## src/rtl/muldiv_pkg.sv

```systemverilog
// muldiv_pkg: shared op encodings and FSM state type for the iterative multiply/divide unit
package muldiv_pkg;
    localparam logic [1:0] OP_MULTU = 2'b00;
    localparam logic [1:0] OP_MULT  = 2'b01;
    localparam logic [1:0] OP_DIVU  = 2'b10;
    localparam logic [1:0] OP_DIV   = 2'b11;
    typedef enum logic [1:0] {IDLE, RUN, FIX} state_t;
endpackage

```

## src/rtl/muldiv_signfix.sv

```systemverilog
// muldiv_signfix: conditional two's-complement negation
// Ports: a (value), neg (negate when high), y (a or -a)
module muldiv_signfix #(
    parameter int W = 32
) (
    input  logic [W-1:0] a,
    input  logic         neg,
    output logic [W-1:0] y
);
    assign y = neg ? ~a + 1'b1 : a;
endmodule

```

## src/rtl/muldiv_unit.sv

```systemverilog
// muldiv_unit: iterative MULTU/MULT/DIVU/DIV unit, WIDTH+2 cycles per operation
// Ports: clk_i/rst_i (async active-low); start_i, op_i, a_i, b_i request; kill_i abort;
//        busy_o in flight; done_o/dbz_o completion pulse; hi_o/lo_o result registers
module muldiv_unit import muldiv_pkg::*; #(
    parameter int WIDTH = 32
) (
    input  logic             clk_i,
    input  logic             rst_i,
    input  logic             start_i,
    input  logic [1:0]       op_i,
    input  logic [WIDTH-1:0] a_i,
    input  logic [WIDTH-1:0] b_i,
    input  logic             kill_i,
    output logic             busy_o,
    output logic             done_o,
    output logic [WIDTH-1:0] hi_o,
    output logic [WIDTH-1:0] lo_o,
    output logic             dbz_o
);
    localparam int CW = $clog2(WIDTH) + 1;
    state_t state_q, state_d;
    logic [1:0] op_q;
    logic neg_a_q, neg_b_q, dbz_q, sgn_in, is_div, last;
    logic [WIDTH-1:0] acc_q, q_q, m_q, a_abs, b_abs, quo_fix, rem_fix;
    logic [2*WIDTH-1:0] prod_fix;
    logic [WIDTH:0] sum, add, shl, diff;
    logic [CW-1:0] cnt_q;

    assign sgn_in = op_i == OP_MULT || op_i == OP_DIV;
    assign is_div = op_q == OP_DIVU || op_q == OP_DIV;
    assign last   = cnt_q == CW'(WIDTH - 1);
    assign busy_o = state_q != IDLE;

    muldiv_signfix #(.W(WIDTH)) u_abs_a (.a(a_i), .neg(sgn_in & a_i[WIDTH-1]), .y(a_abs));
    muldiv_signfix #(.W(WIDTH)) u_abs_b (.a(b_i), .neg(sgn_in & b_i[WIDTH-1]), .y(b_abs));
    muldiv_signfix #(.W(2*WIDTH)) u_fix_p (.a({acc_q, q_q}), .neg(neg_a_q ^ neg_b_q), .y(prod_fix));
    muldiv_signfix #(.W(WIDTH)) u_fix_q (.a(q_q), .neg(neg_a_q ^ neg_b_q), .y(quo_fix));
    muldiv_signfix #(.W(WIDTH)) u_fix_r (.a(acc_q), .neg(neg_a_q), .y(rem_fix));

    // Multiply: {acc,q} >> 1 after optionally adding the multiplicand into acc.
    assign sum  = {1'b0, acc_q} + {1'b0, m_q};
    assign add  = q_q[0] ? sum : {1'b0, acc_q};
    // Divide: acc < m always holds, so the top bit of the (W+1)-bit difference is the borrow.
    assign shl  = {acc_q, q_q[WIDTH-1]};
    assign diff = shl - {1'b0, m_q};

    always_comb begin
        state_d = kill_i ? IDLE :
                  state_q == IDLE ? (start_i ? RUN : IDLE) :
                  state_q == RUN  ? (last ? FIX : RUN) : IDLE;
    end

    always_ff @(posedge clk_i or negedge rst_i) begin
        if (!rst_i) begin
            state_q <= IDLE;
            op_q    <= OP_MULTU;
            neg_a_q <= 1'b0;
            neg_b_q <= 1'b0;
            dbz_q   <= 1'b0;
            acc_q   <= '0;
            q_q     <= '0;
            m_q     <= '0;
            cnt_q   <= '0;
            done_o  <= 1'b0;
            dbz_o   <= 1'b0;
            hi_o    <= '0;
            lo_o    <= '0;
        end else begin
            state_q <= state_d;
            done_o  <= state_q == FIX && !kill_i;
            dbz_o   <= state_q == FIX && !kill_i && dbz_q;
            if (state_q == IDLE && state_d == RUN) begin
                op_q    <= op_i;
                neg_a_q <= sgn_in & a_i[WIDTH-1];
                neg_b_q <= sgn_in & b_i[WIDTH-1];
                dbz_q   <= op_i[1] && b_i == '0;
                acc_q   <= '0;
                q_q     <= a_abs;
                m_q     <= b_abs;
                cnt_q   <= '0;
            end else if (state_q == RUN) begin
                cnt_q <= cnt_q + 1'b1;
                acc_q <= is_div ? (diff[WIDTH] ? shl[WIDTH-1:0] : diff[WIDTH-1:0]) : add[WIDTH:1];
                q_q   <= is_div ? {q_q[WIDTH-2:0], ~diff[WIDTH]} : {add[0], q_q[WIDTH-1:1]};
            end
            if (state_q == FIX && !kill_i) begin
                hi_o <= is_div ? rem_fix : prod_fix[2*WIDTH-1:WIDTH];
                lo_o <= is_div ? (dbz_q ? '1 : quo_fix) : prod_fix[WIDTH-1:0];
            end
        end
    end
endmodule

```

## config.mk

```make
export PLATFORM = sky130hd
export DESIGN_NAME = muldiv_unit
export DESIGN_NICKNAME = d
export VERILOG_FILES = /design/src/rtl/muldiv_pkg.sv /design/src/rtl/muldiv_signfix.sv /design/src/rtl/muldiv_unit.sv
export SDC_FILE = /design/constraint.sdc
export NUM_CORES = 1
export LEC_CHECK = 0
export CORE_AREA = 3 3 154 156
export DETAILED_ROUTE_END_ITERATION = 6
export DIE_AREA = 0 0 157 159
export PLACE_DENSITY = 0.87
export SKIP_LAST_GASP = 1
export SYNTH_ARGS = -nofsm -noshare
export SYNTH_HDL_FRONTEND = slang
export SYNTH_SLANG_ARGS = --single-unit
```

## constraint.sdc

```tcl
create_clock -name clk_i -period 8.15 [get_ports clk_i]
set_input_delay 0.815 -clock clk_i [delete_from_list [all_inputs] [get_ports clk_i]]
set_output_delay 0.815 -clock clk_i [all_outputs]
set_load 0.01 [all_outputs]
```

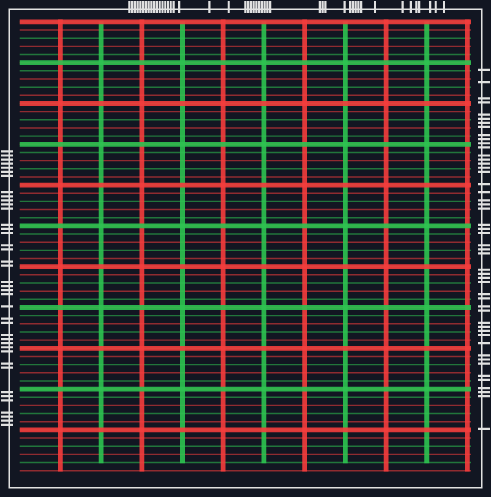
*Power grid, run 1*
Scale: 3 px per µm. Pins as bars on the die edge.
color	net
green	VDD
red	VSS
signal pins	137
met4 straps	11
met5 straps	11
met1 rails	56
overall die width: 157 µm
core area: 22500 µm²
VDD IR-drop max: 0.000202 V

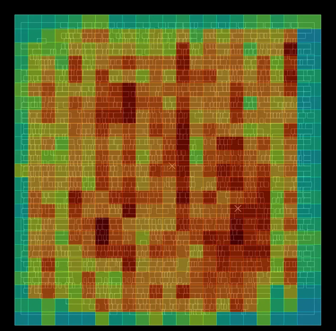
*Routing congestion map, run 1*
routing layer with the top usage in global route: met2
average wire length per cell after detail routing: 20.8 µm
met1 track demand over resource in global routing: 0.504
GR Layer Usage met2: 0.521

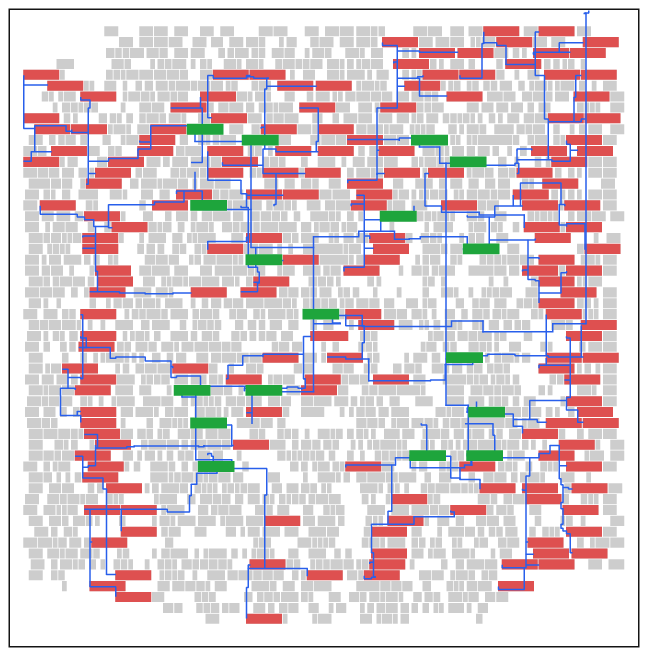
*Clock distribution, run 1*
Scale: 4 px per µm.
[blue] clock wires | length: 2350 µm
[green] clock-net drivers | count: 17
[red] flip-flops | count: 174
routed clock nets	18
insertion delay at the late pin of the worst-skew pair: 450 ps
Layout Skew: 13.9 ps
power in the clock group: 0.858 mW

==> changes_impl.md, run 1 <==
### Physical design

- DRC violations left: 10
- Max stage delay cell, worst path: xnor2_2
- Main area contributors: dfrtp_1, o21ai_0, ha_1
- Hold crit path type: primary input to asynchronous set/reset pin
- Max Transition Viols Final: 0
- Gpl congestion: 1.01
- Maximum number of pins on one net before global-route repair: 118
- Yosys chip area: 14400 µm²
- Area occupied by registers: 4360 µm²
- Number of nets still failing antenna checks after routing: 0
- Final worst path period share: 0.517
- Warnings, synthesis: 0
- Result of the run: complete, but fails checks
- Tightest Pin Transition: 1110 ps
- Failing checks: DRC
- Initial antenna violation count: 0
- Area leader, netlist: dfrtp_1
- Detailed-router iteration count before antenna repair: 7
- Post-CTS sizing: 0
- Crit-path leading delay family: simple AND/OR/NAND/NOR gates
- Via count: 14700
- Synthesized area per cell: 7.91 µm²
- Post-synth tally of flip-flops with integrated enable: 0
- Post-Route Setup TNS: 0 ps
- Total Wirelength: 45200 µm
- Number of global-route vias before repair: 13700
- Fraction of synthesized cell area taken by the top area cell type: 0.303
run 1: layout by cell type (no fill, tap or decap), drive strengths merged, types with 23 or more instances in the layout:
cell / netlist / final
nor3: 47 / 47
a21o: 28 / 28
inv: 67 / 75
nand3: 32 / 32
xor2: 81 / 81
mux2i: 36 / 36
xnor2: 85 / 85
clkdlybuf4s50: 0 / 135
a21oi: 162 / 162
dfrtp: 174 / 174
ha: 69 / 69
o211ai: 29 / 29
a211oi: 23 / 23
nor2: 146 / 146
nand2: 215 / 215
o21ai: 186 / 186
run 1: worst register-to-register path, delay by kind of cell, from the launching register on:
family                     cells  cell delay [ps]
and+or+nand+nor                3              820
xor gates and xnor gates       1              810
DFF                            1              560
adders and majority gates      1              560
AOI/OAI and AO/OA              4              530
buffers and inverters          1              420
muxes                          1              370
run 1: power by group through the flow:
stage	Combinational [mW]	Sequential [mW]	Clock (mW)
after floorplan	2.61	1.25	0
after global placement	3.26	1.46	0
after detailed placement	3.32	1.47	0
after CTS	3.35	1.46	0.855
after global routing	3.76	1.51	0.887
final	3.46	1.50	0.858
run 1: cell type report:
class | instances | area share
repair buffers | 149 | 0.0889
inverters | 68 | 0.0155
well taps | 285 | 0.0217
clock buffers | 18 | 0.0268
multi-input cells | 1469 | 0.571
flip-flops and latches | 174 | 0.265
clock inverters | 14 | 0.0103
run 1: registers in the layout, indices dropped and copies added, names as in the netlist:
signal / cells
done_o: 1
state_q: 2
dbz_q: 1
op_q: 1
acc_q: 32
cnt_q: 6
lo_o: 32
hi_o: 32
m_q: 32
dbz_o: 1
q_q: 32
neg_b_q: 1
neg_a_q: 1
run 1: kinds of logic (layout without fill, tap and decap cells):
kind of cell | Yosys count | count (layout) | synth area share
simple gates | 593 | 593 | 0.195
compound gates | 591 | 591 | 0.257
flops | 174 | 174 | 0.303
buf+inv | 174 | 249 | 0.0459
xor+xnor | 166 | 166 | 0.102
fa+ha+maj | 71 | 71 | 0.0628
mux | 48 | 48 | 0.0345
run 1: stage by stage:
stage | utilization | hold slack [ps] | std cells
after floorplan | - | 464 | 1817
after global placement | 0.702 | 461 | 2145
after detailed placement | 0.702 | 469 | 2145
after CTS | 0.729 | 486 | 2177
after global routing | 0.729 | 507 | 2177
final | 0.729 | 479 | 2177
run 1: routing by layer:
metal	part of all wire	routed length, µm	vias up	global-route usage
li1	-	-	6707	-
met1	0.41	18300	6881	0.504
met2	0.43	19500	1002	0.521
met3	0.13	5710	149	0.0805
met4	0.038	1700	0	0.136
met5	0	0	-	0
run 1: path summary, 6_finish.rpt:
kind,endpoint,cells past startpoint,start,slack (ps)
worst min register to register,hi_o[22]$_DFFE_PN0P_,2,hi_o[22]$_DFFE_PN0P_,480
worst min-delay path,acc_q[27]$_DFFE_PN0P_,1,rst_i,480
worst max register to register,acc_q[11]$_DFFE_PN0P_,11,acc_q[15]$_DFFE_PN0P_,3940
min in group clk_i,hi_o[22]$_DFFE_PN0P_,2,hi_o[22]$_DFFE_PN0P_,480
max in group asynchronous,op_q[1]$_DFFE_PN0P_,2,rst_i,6000
worst max-delay path,acc_q[11]$_DFFE_PN0P_,11,acc_q[15]$_DFFE_PN0P_,3940
### Local utilization, run 1

Scale: 1.5 px per µm. The die is cut into 16 by 16 equal tiles; white is low, dark blue is high, 0 to 100% covered.
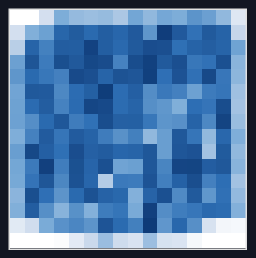

==> run 2: changes to the inputs <==
- CORE_AREA: 3 3 154 156 -> 3 3 168 170
- DIE_AREA: 0 0 157 159 -> 0 0 171 173
- PLACE_DENSITY: 0.87 -> 0.78
- clock period: 8.15 -> 3.5 ns (I/O delays scaled with it)
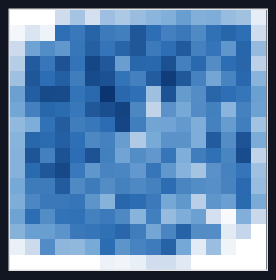
*Local utilization, run 2*
Scale: 1.5 px per µm. The die is cut into 17 by 17 equal tiles; white is low, dark blue is high, 0 to 100% covered.
tiles over 75% full	24%
emptiest ninth of the die	lower right
nearly empty tiles	5.9%
fullest tile	98%
mean over tiles	57%
initial core utilization: 0.535
core area: 26900 µm²
final core utilization: 0.644

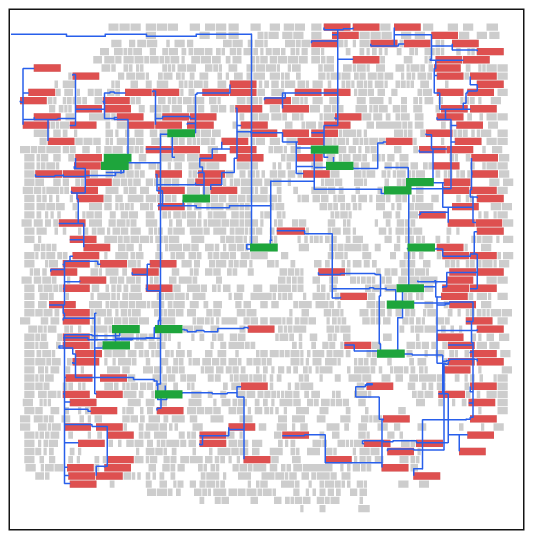
*Clock distribution, run 2*
Scale: 3 px per µm.
power in the clock group: 1.95 mW
insertion delay at the late pin of the worst-skew pair: 460 ps
clock power share: 0.136

==> changes_impl.md, run 2 <==
### Physical design

- Dominant kind of combinational cell: AND-OR/OR-AND gates
- Number of nets still failing antenna checks after routing: 0 (unchanged)
- Average wire length per cell after detail routing: 20.6 µm (-0.82%)
- Mux cell area share after synthesis: 0.0345 (unchanged)
- Fraction of synthesized cell area taken by the top area cell type: 0.303 (unchanged)
- Main area contributors: dfrtp_1, o21ai_0, ha_1
- Area fraction in xor and xnor cells: 0.102 (unchanged)
- Area leader, netlist: dfrtp_1
- Met1 track demand over resource in global routing: 0.478 (-0.0259)
- Failing checks: DRC
- Met3 usage: 0.0722 (-0.00821)
- GR Layer Usage met2: 0.466 (-0.0549)
- Final worst path period share: 0.992 (+0.476)
- Yosys chip area: 14400 µm² (unchanged)
- Max Transition Viols Final: 0 (unchanged)
- Most frequently placed logic cells in the final layout: nand2_1, o21ai_0, dfrtp_1
- Result of the run: complete, but fails checks
- Synthesized area per cell: 7.91 µm² (unchanged)
- Simple-gate portion of the synthesized area: 0.195 (unchanged)
- Detailed-router iteration count before antenna repair: 7 (unchanged)
- DRC violations left: 1 (-9)
- Tightest Pin Transition: 946 ps (-169 ps)
- Maximum number of pins on one net before global-route repair: 73 (-38%)
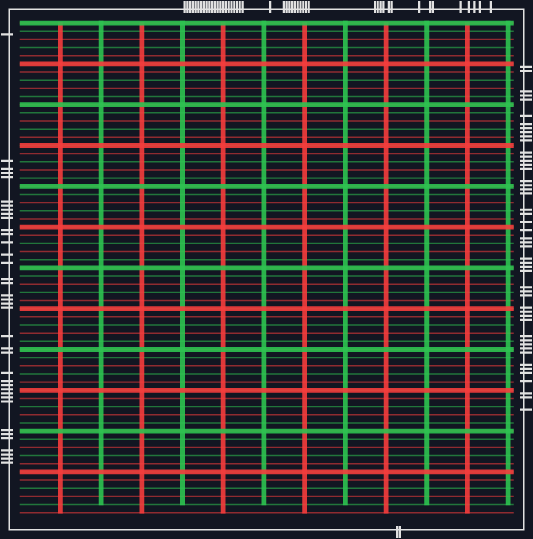
*Power grid, run 2*
Scale: 3 px per µm. Pins as bars on the die edge.
color	net
green	VDD
red	VSS
signal pins	137
met4 straps	12
met5 straps	12
rows	60
met1 rails	61
overall die width: 171 µm
VDD IR-drop max: 0.000390 V

-- run 2: cell counts after synthesis --
No cell type changed its count.
-- run 2: worst paths after layout --
| check | end | slack (ps) | start | cells past startpoint |
|---|---|---|---|---|
| max in group asynchronous | acc_q[17]$_DFFE_PN0P_ | 2180 | rst_i | 3 |
| min in group clk_i | hi_o[10]$_DFFE_PN0P_ | 470 | hi_o[10]$_DFFE_PN0P_ | 2 |
| worst max register to register | acc_q[6]$_DFFE_PN0P_ | 30 | acc_q[25]$_DFFE_PN0P_ | 11 |
| worst max-delay path | acc_q[6]$_DFFE_PN0P_ | 30 | acc_q[25]$_DFFE_PN0P_ | 11 |
| worst min-delay path | lo_o[12]$_DFFE_PN0P_ | 460 | rst_i | 2 |
| worst min register to register | hi_o[10]$_DFFE_PN0P_ | 470 | hi_o[10]$_DFFE_PN0P_ | 2 |
-- run 2: per-layer routing --
layer / up-vias / part of all wire
li1: 6897 / -
met1: 6954 / 0.44
met2: 846 / 0.42
met3: 84 / 0.12
met4: 0 / 0.019
met5: - / 0
-- run 2: timing repair --
item / CTS / global route
cloned: 0 / 0
setup endpoints to repair: 1 / 21
resized: 1 / 14
pin swaps: 0 / 1
hold buffers: 1 / 0
endpoints found under the hold margin: 65 / 0
-- run 2: cell families after synthesis --
group / count (synthesis)
flops: 174
compound gates: 591
simple gates: 593
fa+ha+maj: 71
mux: 48
xor+xnor: 166
buf+inv: 174
-- run 2: where the power goes --
| part | total [mW] | leakage, nW | internal (mW) | switching [mW] |
|---|---|---|---|---|
| clock | 1.95 | 0.282 | 0.966 | 0.988 |
| combinational | 9.36 | 4.92 | 3.81 | 5.54 |
| sequential | 3.03 | 2.24 | 2.43 | 0.594 |
-- run 2: layout make-up --
cell class	count	area, µm²
Timing Repair Buffer	250	2230
Clock inverter	15	168
Clock buffer	17	425
Multi-Input combinational cell	1469	9450
Inverter	68	255
Fill cell	2323	9560
Sequential cell	174	4360
Tap cell	341	427
-- run 2: worst reg2reg max path, cell delays in order, from the launching register on --
cell and delay, ps:
dfrtp_1 460, ha_1 460, nand4_1 210, or3_1 470, nor4_1 320, o31a_1 250
a211oi_4 70, xnor2_2 190, buf_4 230, mux2_2 350, a21oi_1 220, o21ai_0 110
-- run 2: per-stage QoR --
step	instances	worst slack, ps	hold WS (ps)
2_1_floorplan	1817	339	54.4
3_3_place_gp	2301	2.10	393
3_5_place_dp	2301	-38.2	394
4_1_cts	2334	52.4	485
5_1_grt	2334	-92.1	499
6_report	2334	27.2	463
No activity file was given, so power comes from the tool's default toggle rates.
